<file path="config.mk">
export PLATFORM = sky130hd
export DESIGN_NAME = ser8_frame_tx
export DESIGN_NICKNAME = d
export VERILOG_FILES = /design/src/rtl/ser8_pkg.sv /design/src/rtl/ser8_bit_tick.sv /design/src/rtl/ser8_frame_tx.sv
export SDC_FILE = /design/constraint.sdc
export NUM_CORES = 1
export LEC_CHECK = 0
export ABC_AREA = 1
export CAP_MARGIN = 20
export CORE_MARGIN = 2
export CORE_UTILIZATION = 30
export DETAILED_ROUTE_END_ITERATION = 8
export SYNTH_ARGS = -nofsm -noshare
export SYNTH_HDL_FRONTEND = slang
export SYNTH_SLANG_ARGS = --single-unit
export TNS_END_PERCENT = 30
</file>
<file path="constraint.sdc">
create_clock -name clk -period 1.9 [get_ports clk]
set_input_delay 0.38 -clock clk [delete_from_list [all_inputs] [get_ports clk]]
set_output_delay 0.38 -clock clk [all_outputs]
set_load 0.005 [all_outputs]
</file>
<file path="src/rtl/ser8_pkg.sv">
// Shared types and line-level constants for the 8-bit serial frame transmitter.
package ser8_pkg;

  typedef enum logic [2:0] {
    IDLE,
    START,
    DATA,
    PAR,
    STOP
  } state_e;

  localparam int unsigned DATA_BITS = 8;
  localparam logic        START_LVL = 1'b0;
  localparam logic        STOP_LVL  = 1'b1;

endpackage

</file>
<file path="src/rtl/ser8_bit_tick.sv">
// Bit-period divider: tick is high on the last cycle of each DIV-cycle period.
module ser8_bit_tick #(
  parameter int unsigned DIV = 4
) (
  input  logic clk,
  input  logic reset,
  input  logic restart,
  output logic tick
);

  localparam int unsigned    CW   = $clog2(DIV + 1);
  localparam logic [CW-1:0]  LAST = CW'(DIV - 1);

  logic [CW-1:0] cnt_q, cnt_d;

  assign tick = (cnt_q == LAST);

  // Reloading on tick keeps the count inside 0..DIV-1; with DIV=1 it sits at 0.
  always_comb begin
    cnt_d = cnt_q + CW'(1);
    if (restart || tick) cnt_d = '0;
  end

  always_ff @(posedge clk) begin
    if (reset) cnt_q <= '0;
    else       cnt_q <= cnt_d;
  end

endmodule

</file>
<file path="src/rtl/ser8_frame_tx.sv">
// Parallel-to-serial frame transmitter: start bit, 8 data bits MSB first,
// optional even parity, stop bit; each bit lasts DIV clock cycles.
module ser8_frame_tx
  import ser8_pkg::*;
#(
  parameter int unsigned DIV    = 4,
  parameter bit          PAR_EN = 1'b0
) (
  input  logic       clk,
  input  logic       reset,
  input  logic [7:0] d,
  input  logic       d_vld,
  output logic       d_rdy,
  output logic       sout,
  output logic       busy,
  output logic       done
);

  state_e                 state_q, state_d;
  logic [DATA_BITS-1:0]   shreg_q, shreg_d;
  logic [2:0]             bitcnt_q, bitcnt_d;
  logic                   par_q, par_d;
  logic                   tick;

  // Holding the divider in restart while idle aligns the first period to acceptance.
  ser8_bit_tick #(.DIV(DIV)) u_tick (
    .clk    (clk),
    .reset  (reset),
    .restart(state_q == IDLE),
    .tick   (tick)
  );

  assign d_rdy = (state_q == IDLE);
  assign busy  = ~d_rdy;

  always_comb begin
    state_d  = state_q;
    shreg_d  = shreg_q;
    bitcnt_d = bitcnt_q;
    par_d    = par_q;
    sout     = STOP_LVL;
    done     = 1'b0;
    case (state_q)
      IDLE: begin
        if (d_vld) begin
          shreg_d  = d;
          par_d    = ^d;
          bitcnt_d = '0;
          state_d  = START;
        end
      end
      START: begin
        sout = START_LVL;
        if (tick) state_d = DATA;
      end
      DATA: begin
        sout = shreg_q[DATA_BITS-1];
        if (tick) begin
          shreg_d  = {shreg_q[DATA_BITS-2:0], 1'b0};
          bitcnt_d = bitcnt_q + 3'd1;
          if (bitcnt_q == 3'(DATA_BITS - 1)) state_d = PAR_EN ? PAR : STOP;
        end
      end
      PAR: begin
        sout = par_q;
        if (tick) state_d = STOP;
      end
      STOP: begin
        sout = STOP_LVL;
        if (tick) begin
          done    = 1'b1;
          state_d = IDLE;
        end
      end
      default: state_d = IDLE;
    endcase
  end

  always_ff @(posedge clk) begin
    if (reset) begin
      state_q  <= IDLE;
      shreg_q  <= '0;
      bitcnt_q <= '0;
      par_q    <= 1'b0;
    end else begin
      state_q  <= state_d;
      shreg_q  <= shreg_d;
      bitcnt_q <= bitcnt_d;
      par_q    <= par_d;
    end
  end

endmodule

</file>
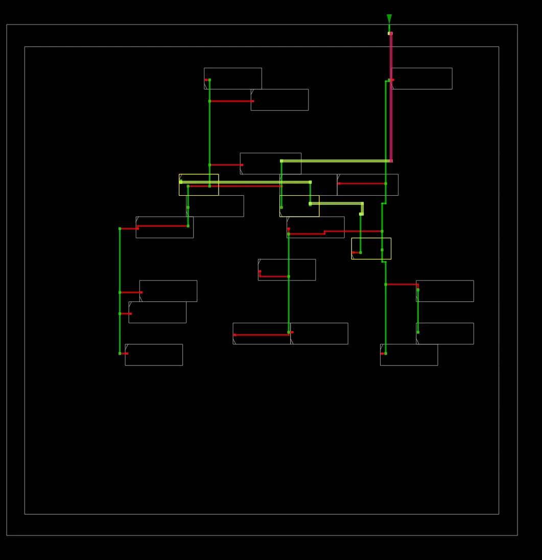
Fig. 1. The clock network (run 1).
Seq cells: 18
Setup Skew: 0.00795 ns
clk_buf instances: 3
P_clk: 0.258 mW
Worst-Skew Late Latency: 0.25 ns

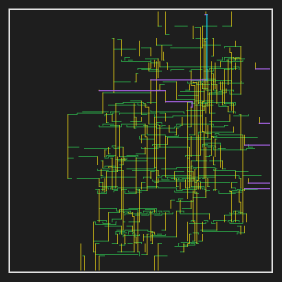
Fig. 2. Routed metal, one colour a layer (run 1).
Drawn at 4 px/µm.
[metal 1] green | wire length: 1,080 µm
[metal 2] yellow | wire length: 956 µm
[metal 4] cyan | wire length: 16.3 µm
[metal 3] purple | wire length: 62.8 µm
via count: 1,004
GR Util All Layers: 11.3%
DR WL/cell: 8.79 µm

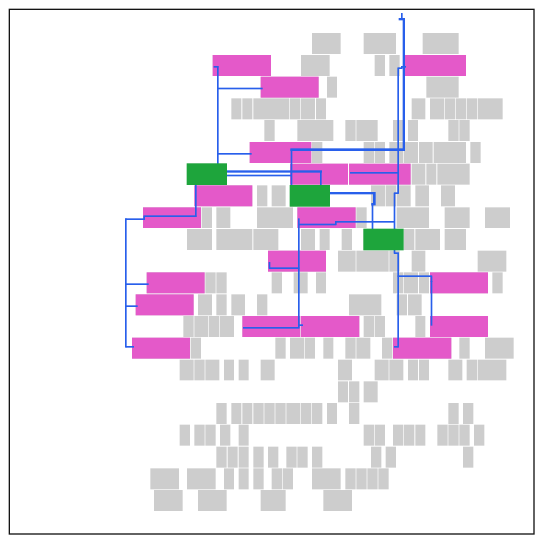
Fig. 3. Clock distribution (run 1).
Drawn at 8 px/µm.
[clock wires] blue | length: 233 µm
[flip-flops] magenta | count: 18
[clock drivers] green | count: 3
routed clock nets: 4
Clk pwr share: 16.9%

==> impl_metrics.tcl, run 1 <==
# flow metrics
set metrics [dict create \
    clk_pin_slew_ns 0.07 \
    hold_buffers 0 \
    tool_warnings 27 \
    p_comb_mw 0.693 \
    stdcell_count 240 \
    most_common_cell "nand2_1" \
    irDropWorstVdd_mv 0.345 \
    cts.sinks 18 \
    vias_per_cell 4.18 \
    p_switching_mw 0.607 \
    power.total_mw 1.53 \
    nets 209 \
    pre_cts_ws_ns 0.183 \
    synthFlopType "dfxtp_1" \
    status "finished, final reports clean" \
    tns_ns 0 \
    biggestCellCategory "logic gates" \
    syn_nets 192 \
    worst_slack_ns 0.0840 \
    whs_path_depth 1 \
    comb_area_um2 628 \
    drt-met1-wl_um 1080 \
    n_tap_cell 48 \
    clockNetworkAreaShare_pct 3.04 \
    antenna_found_initial 0 \
    seq_area_share_pct 26.8 \
    layout_top_cell "nand2_1" \
    async_flop_share_pct 0 \
    highest_layer "met4" \
    hold_ws_ns 0.401 \
    min_path_type "reg -> reg" \
    synth-edff-count 0 \
    pin_count 15 \
    ys_cells 177 \
    area_growth_pct 20.1 \
    netSwitchingFraction_pct 39.7 \
    worstPathArrival_ns 1.44 \
    tightest_slew_ns 0.350 \
    rsz0062_at_grt "yes" \
    synth_seq_share_pct 31.9 \
    yosys_warnings 0 \
    drc 0 \
    worstSetupStartpointType "register" \
    power_leader "combinational logic" \
    dr.pass1.iters 4 \
    drive_gt1_share_pct 11.5 \
    rows 22 \
    reg2reg_from "state_q[1]" \
    ctsHtreeMaxLevel 1 \
    seq_cell_power_mw 0.578 \
    p_leak_nw 0.690 \
    endpoint_kind "output port" \
    fin_crit_sh_pct 95.6 \
    inv_count 28 \
    setup_viol 0 \
    wirelength_um 2110 \
    wl_met2_um 956 \
    chip_area_um2 4280 \
    grt_pass1_vias 923 \
    grt_max_degree 18 \
    hp-start "u_tick.cnt_q[0]" \
    critPathRequiredTime_ns 1.52 \
    cts_tree "built" \
    design_area_um2 1360 \
    place_inst 237 \
    fillCellCount 408 \
    seq_power_share_pct 37.8 \
    critPathMaxFanout 4 \
    post_cts_buffers 0 \
    grt_first_pass_wirelength_um 3900 \
    top_area_share_pct 31.9 \
    critPathCapture "busy" \
    synthesis.area_um2 1130 \
    power_frac_comb_pct 45.3 \
    final_util_pct 37.4 \
    drt-initial-drc-count 41 \
    min_period_ns 1.82 \
    max_slew_margin_pct 76.7 \
    p_int_mw 0.923 \
    cap_violations 0 \
    dpl_cell_area_um2 1310 \
    synth_top_cell_by_area "dfxtp_1" \
    rr_worst_depth 10 \
    fmax_mhz 551 \
    timing.rr.end "bitcnt_q[2]" \
    place_congestion 0.751 \
    layout.nonclk_buf_share_pct 11.4 \
    use_met3_pct 2.57 \
    die_y_um 65.4 \
    buffers_excl_clock 16 \
    cts-root-buf "clkbuf_8" \
    hpwlAfterDp_um 1600 \
    synth_cell_types 19 \
    most-common-layout-cells "nand2_1, nor2_1, inv_1, o21ai_0, dfxtp_1" \
    synthTopCellsByArea "dfxtp_1, nand2_1, nor2_1" \
    die_w_um 65.4 \
    comb_share_pct 46.2 \
    worstSetupPathType "reg -> out" \
    hold_viol_final 0 \
    slew_violations 0 \
    ys_seq_elements 18 \
    grt.overflow.total 0 \
    num-multi-input-gates 127 \
    portBuffers 14 \
    cts_inserted_buffers 3 \
]
## run 1: worst max-delay path, stage by stage (launching register included)
cell	delay [ns]
dfxtp_2	0.35
nor2_4	0.13
inv_2	0.07
nor2_4	0.13
inv_1	0.07
clkdlybuf4s50_1	0.44
## run 1: cell families after synthesis
family,after synthesis,share of synthesized area [%]
and+or+nand+nor,96,37.4
buffers and inverters,32,13.1
AOI/OAI and AO/OA,26,12.5
DFF,18,31.9
adders and majority gates,4,4.42
xor gates and xnor gates,1,0.774
## run 1: sequential cells by signal (all words and copies together), names as in the netlist
register / count
bitcnt_q: 3
par_q: 1
shreg_q: 8
state_q: 3
u_tick.cnt_q: 3
--- run 2 (diff from run 1) ---
ABC_AREA = unset   (was 1)
CORE_MARGIN = 5   (was 2)
==> impl_metrics.tcl, run 2 <==
# flow metrics
set metrics [dict create \
    cp_slowest_cell "clkdlybuf4s50_1" \
    wire_per_inst_um 11.4 \
    timing.rr.end "shreg_q[4]" \
    buffers_excl_clock 21 \
    highest_layer "met4" \
    layout_top_cell "dfxtp_1" \
    cts_tree "built" \
    power.total_mw 0.795 \
    die_w_um 66.9 \
    worstSetupPathType "reg -> out" \
    layout.nonclk_buf_share_pct 17.0 \
    area_growth_pct 25.4 \
    tns_ns 0 \
    rsz0062_at_grt "no" \
    num_vias 743 \
    dpl_cell_area_um2 1170 \
    aoi_share_pct 15.5 \
    hold_viol_final 0 \
    slew_violations 0 \
    route.met3.wl_um 70 \
    most-common-layout-cells "dfxtp_1, clkdlybuf4s50_1, nor2_1, mux2i_1, xnor2_1" \
    max_slew_margin_pct 81.5 \
    syn_nets 113 \
    whs_path_depth 1 \
    cp-startpoint "state_q[0]" \
    clk_pin_slew_ns 0.11 \
    chip_area_um2 4470 \
    ctsHtreeMaxLevel 1 \
    place_inst 155 \
    syn_inst 98 \
    die_y_um 66.9 \
    path_cells "nor3_4, clkdlybuf4s50_1" \
    wirelength_um 1820 \
    critPathCapture "d_rdy" \
    async_flop_share_pct 0 \
    power_frac_comb_pct 18.5 \
    pin_count 15 \
    antenna_found_initial 0 \
    xor_share_pct 6.32 \
    synth-edff-count 0 \
    yosys_warnings 0 \
    nets 131 \
    cts.sinks 18 \
    tool_warnings 26 \
    min_period_ns 1.83 \
    seq_area_share_pct 30.1 \
    synth_top_cell_by_area "dfxtp_1" \
    hp-start "u_tick.cnt_q[0]" \
    reg2reg_from "u_tick.cnt_q[0]" \
    use_met3_pct 3.20 \
    mux_share_pct 9.55 \
    synthesis.area_um2 970 \
    dr.pass1.iters 4 \
    clockNetworkAreaShare_pct 2.98 \
    worstPathArrival_ns 1.45 \
    drc 0 \
    synthFlopType "dfxtp_1" \
    ys_sh_simple_pct 18.8 \
    hpwlAfterDp_um 1390 \
    cts-root-buf "clkbuf_4" \
    portBuffers 14 \
    pre_cts_ws_ns 0.129 \
    p_switching_mw 0.199 \
    drt-initial-drc-count 32 \
    min_path_type "reg -> reg" \
    rows 20 \
    cp_slowest_stage_delay_ns 0.54 \
    endpoint_kind "output port" \
    cpLargestDelayFamily "buffers and inverters" \
    hold_buffers 0 \
    fmax_mhz 547 \
    inv_count 4 \
    wl_met2_um 838 \
    setup_viol 0 \
    fin_crit_sh_pct 96.2 \
    clock_buffers 4 \
    worst_slack_ns 0.0731 \
    worst-path-stages 2 \
    cap_violations 0 \
    worstSetupStartpointType "register" \
    synth_cell_types 31 \
    cp.buffers_inverters 1 \
    final_util_pct 39.5 \
    irDropWorstVdd_mv 0.377 \
    critPathMaxFanout 7 \
    fillCellCount 307 \
    ys_seq_elements 18 \
    stdcell_count 159 \
    design_area_um2 1220 \
    post_cts_buffers 0 \
    tightest_slew_ns 0.277 \
    biggestCellCategory "logic gates" \
    cts_inserted_buffers 3 \
    grt_usage_pct 10.0 \
    top_register "shreg_q" \
    n_tap_cell 44 \
    synthTopCellsByArea "dfxtp_1, mux2i_1, xnor2_1" \
    clock_latency_ns 0.29 \
    ff_count 18 \
    p_leak_nw 0.449 \
    num-multi-input-gates 68 \
    hold_ws_ns 0.407 \
    comb_area_um2 537 \
    netSwitchingFraction_pct 25.0 \
    rr_worst_depth 8 \
    fa_ha_area_share_pct 5.16 \
    status "finished, final reports clean" \
    grt_max_degree 18 \
    top_logic_kind "simple AND/OR/NAND/NOR gates" \
    most_common_cell "dfxtp_1" \
    p_int_mw 0.596 \
    coreArea_um2 3080 \
    grt_first_pass_wirelength_um 3350 \
    drive_gt1_share_pct 20.0 \
    largest_reg_flops 8 \
    synth_seq_share_pct 37.2 \
    comb_share_pct 44.1 \
    grt.overflow.total 0 \
    place_congestion 0.735 \
    vias_per_cell 4.67 \
    ys_cells 98 \
    grt_pass1_vias 787 \
    critPathRequiredTime_ns 1.52 \
    drt-met1-wl_um 868 \
    top_area_share_pct 37.2 \
]
[run 2: netlist changes by cell type in the layout (fill, tap and decap cells not counted), moves of 4 or more]
cell | before | now
buf_4 | 2 | 6
xnor2_1 | 1 | 7
nor2_1 | 27 | 10
inv_1 | 24 | 4
nand3_1 | 10 | 3
nand2_4 | 4 | 0
nand2_1 | 51 | 3
o21ai_0 | 15 | 1
a211oi_1 | 0 | 4
mux2i_1 | 0 | 7
[run 2: power groups by stage]
stage                     Sequential (mW)  Clock [mW]  Combinational (mW)
after CTS                           0.409       0.252               0.150
after global placement              0.417           0               0.146
after detailed placement            0.418           0               0.149
after floorplan                     0.412           0              0.0968
after global routing                0.411       0.272               0.162
final                               0.408       0.240               0.147
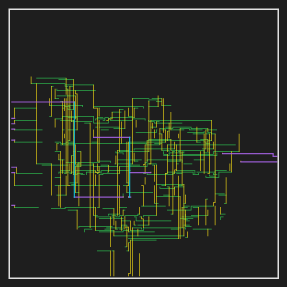
Fig. 4. Routed metal, one colour a layer (run 2).
Drawn at 4 px/µm.
[metal 1] green | wire length: 869 µm
[metal 2] yellow | wire length: 839 µm
[metal 3] purple | wire length: 70.8 µm
[metal 4] cyan | wire length: 38.8 µm

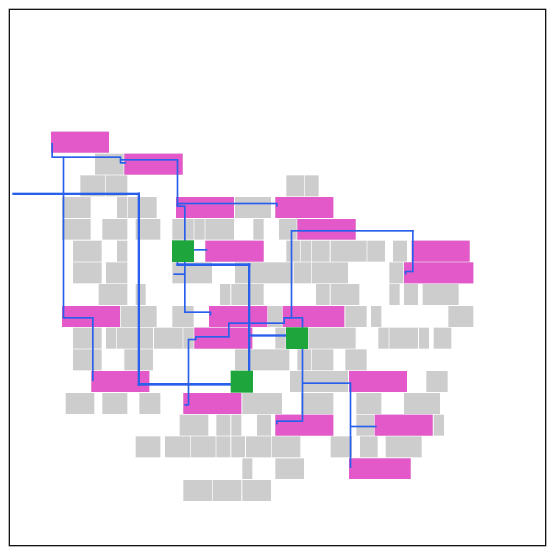
Fig. 5. Clock distribution (run 2).
Drawn at 8 px/µm.
[clock drivers] green | count: 3
[flip-flops] magenta | count: 18
[clock wires] blue | length: 269 µm
routed clock nets: 4
Setup Skew: 0.00430 ns
P_clk: 0.240 mW
Clk pwr share: 30.2%

Power figures rest on the tool's default switching activity, not on a simulated workload.
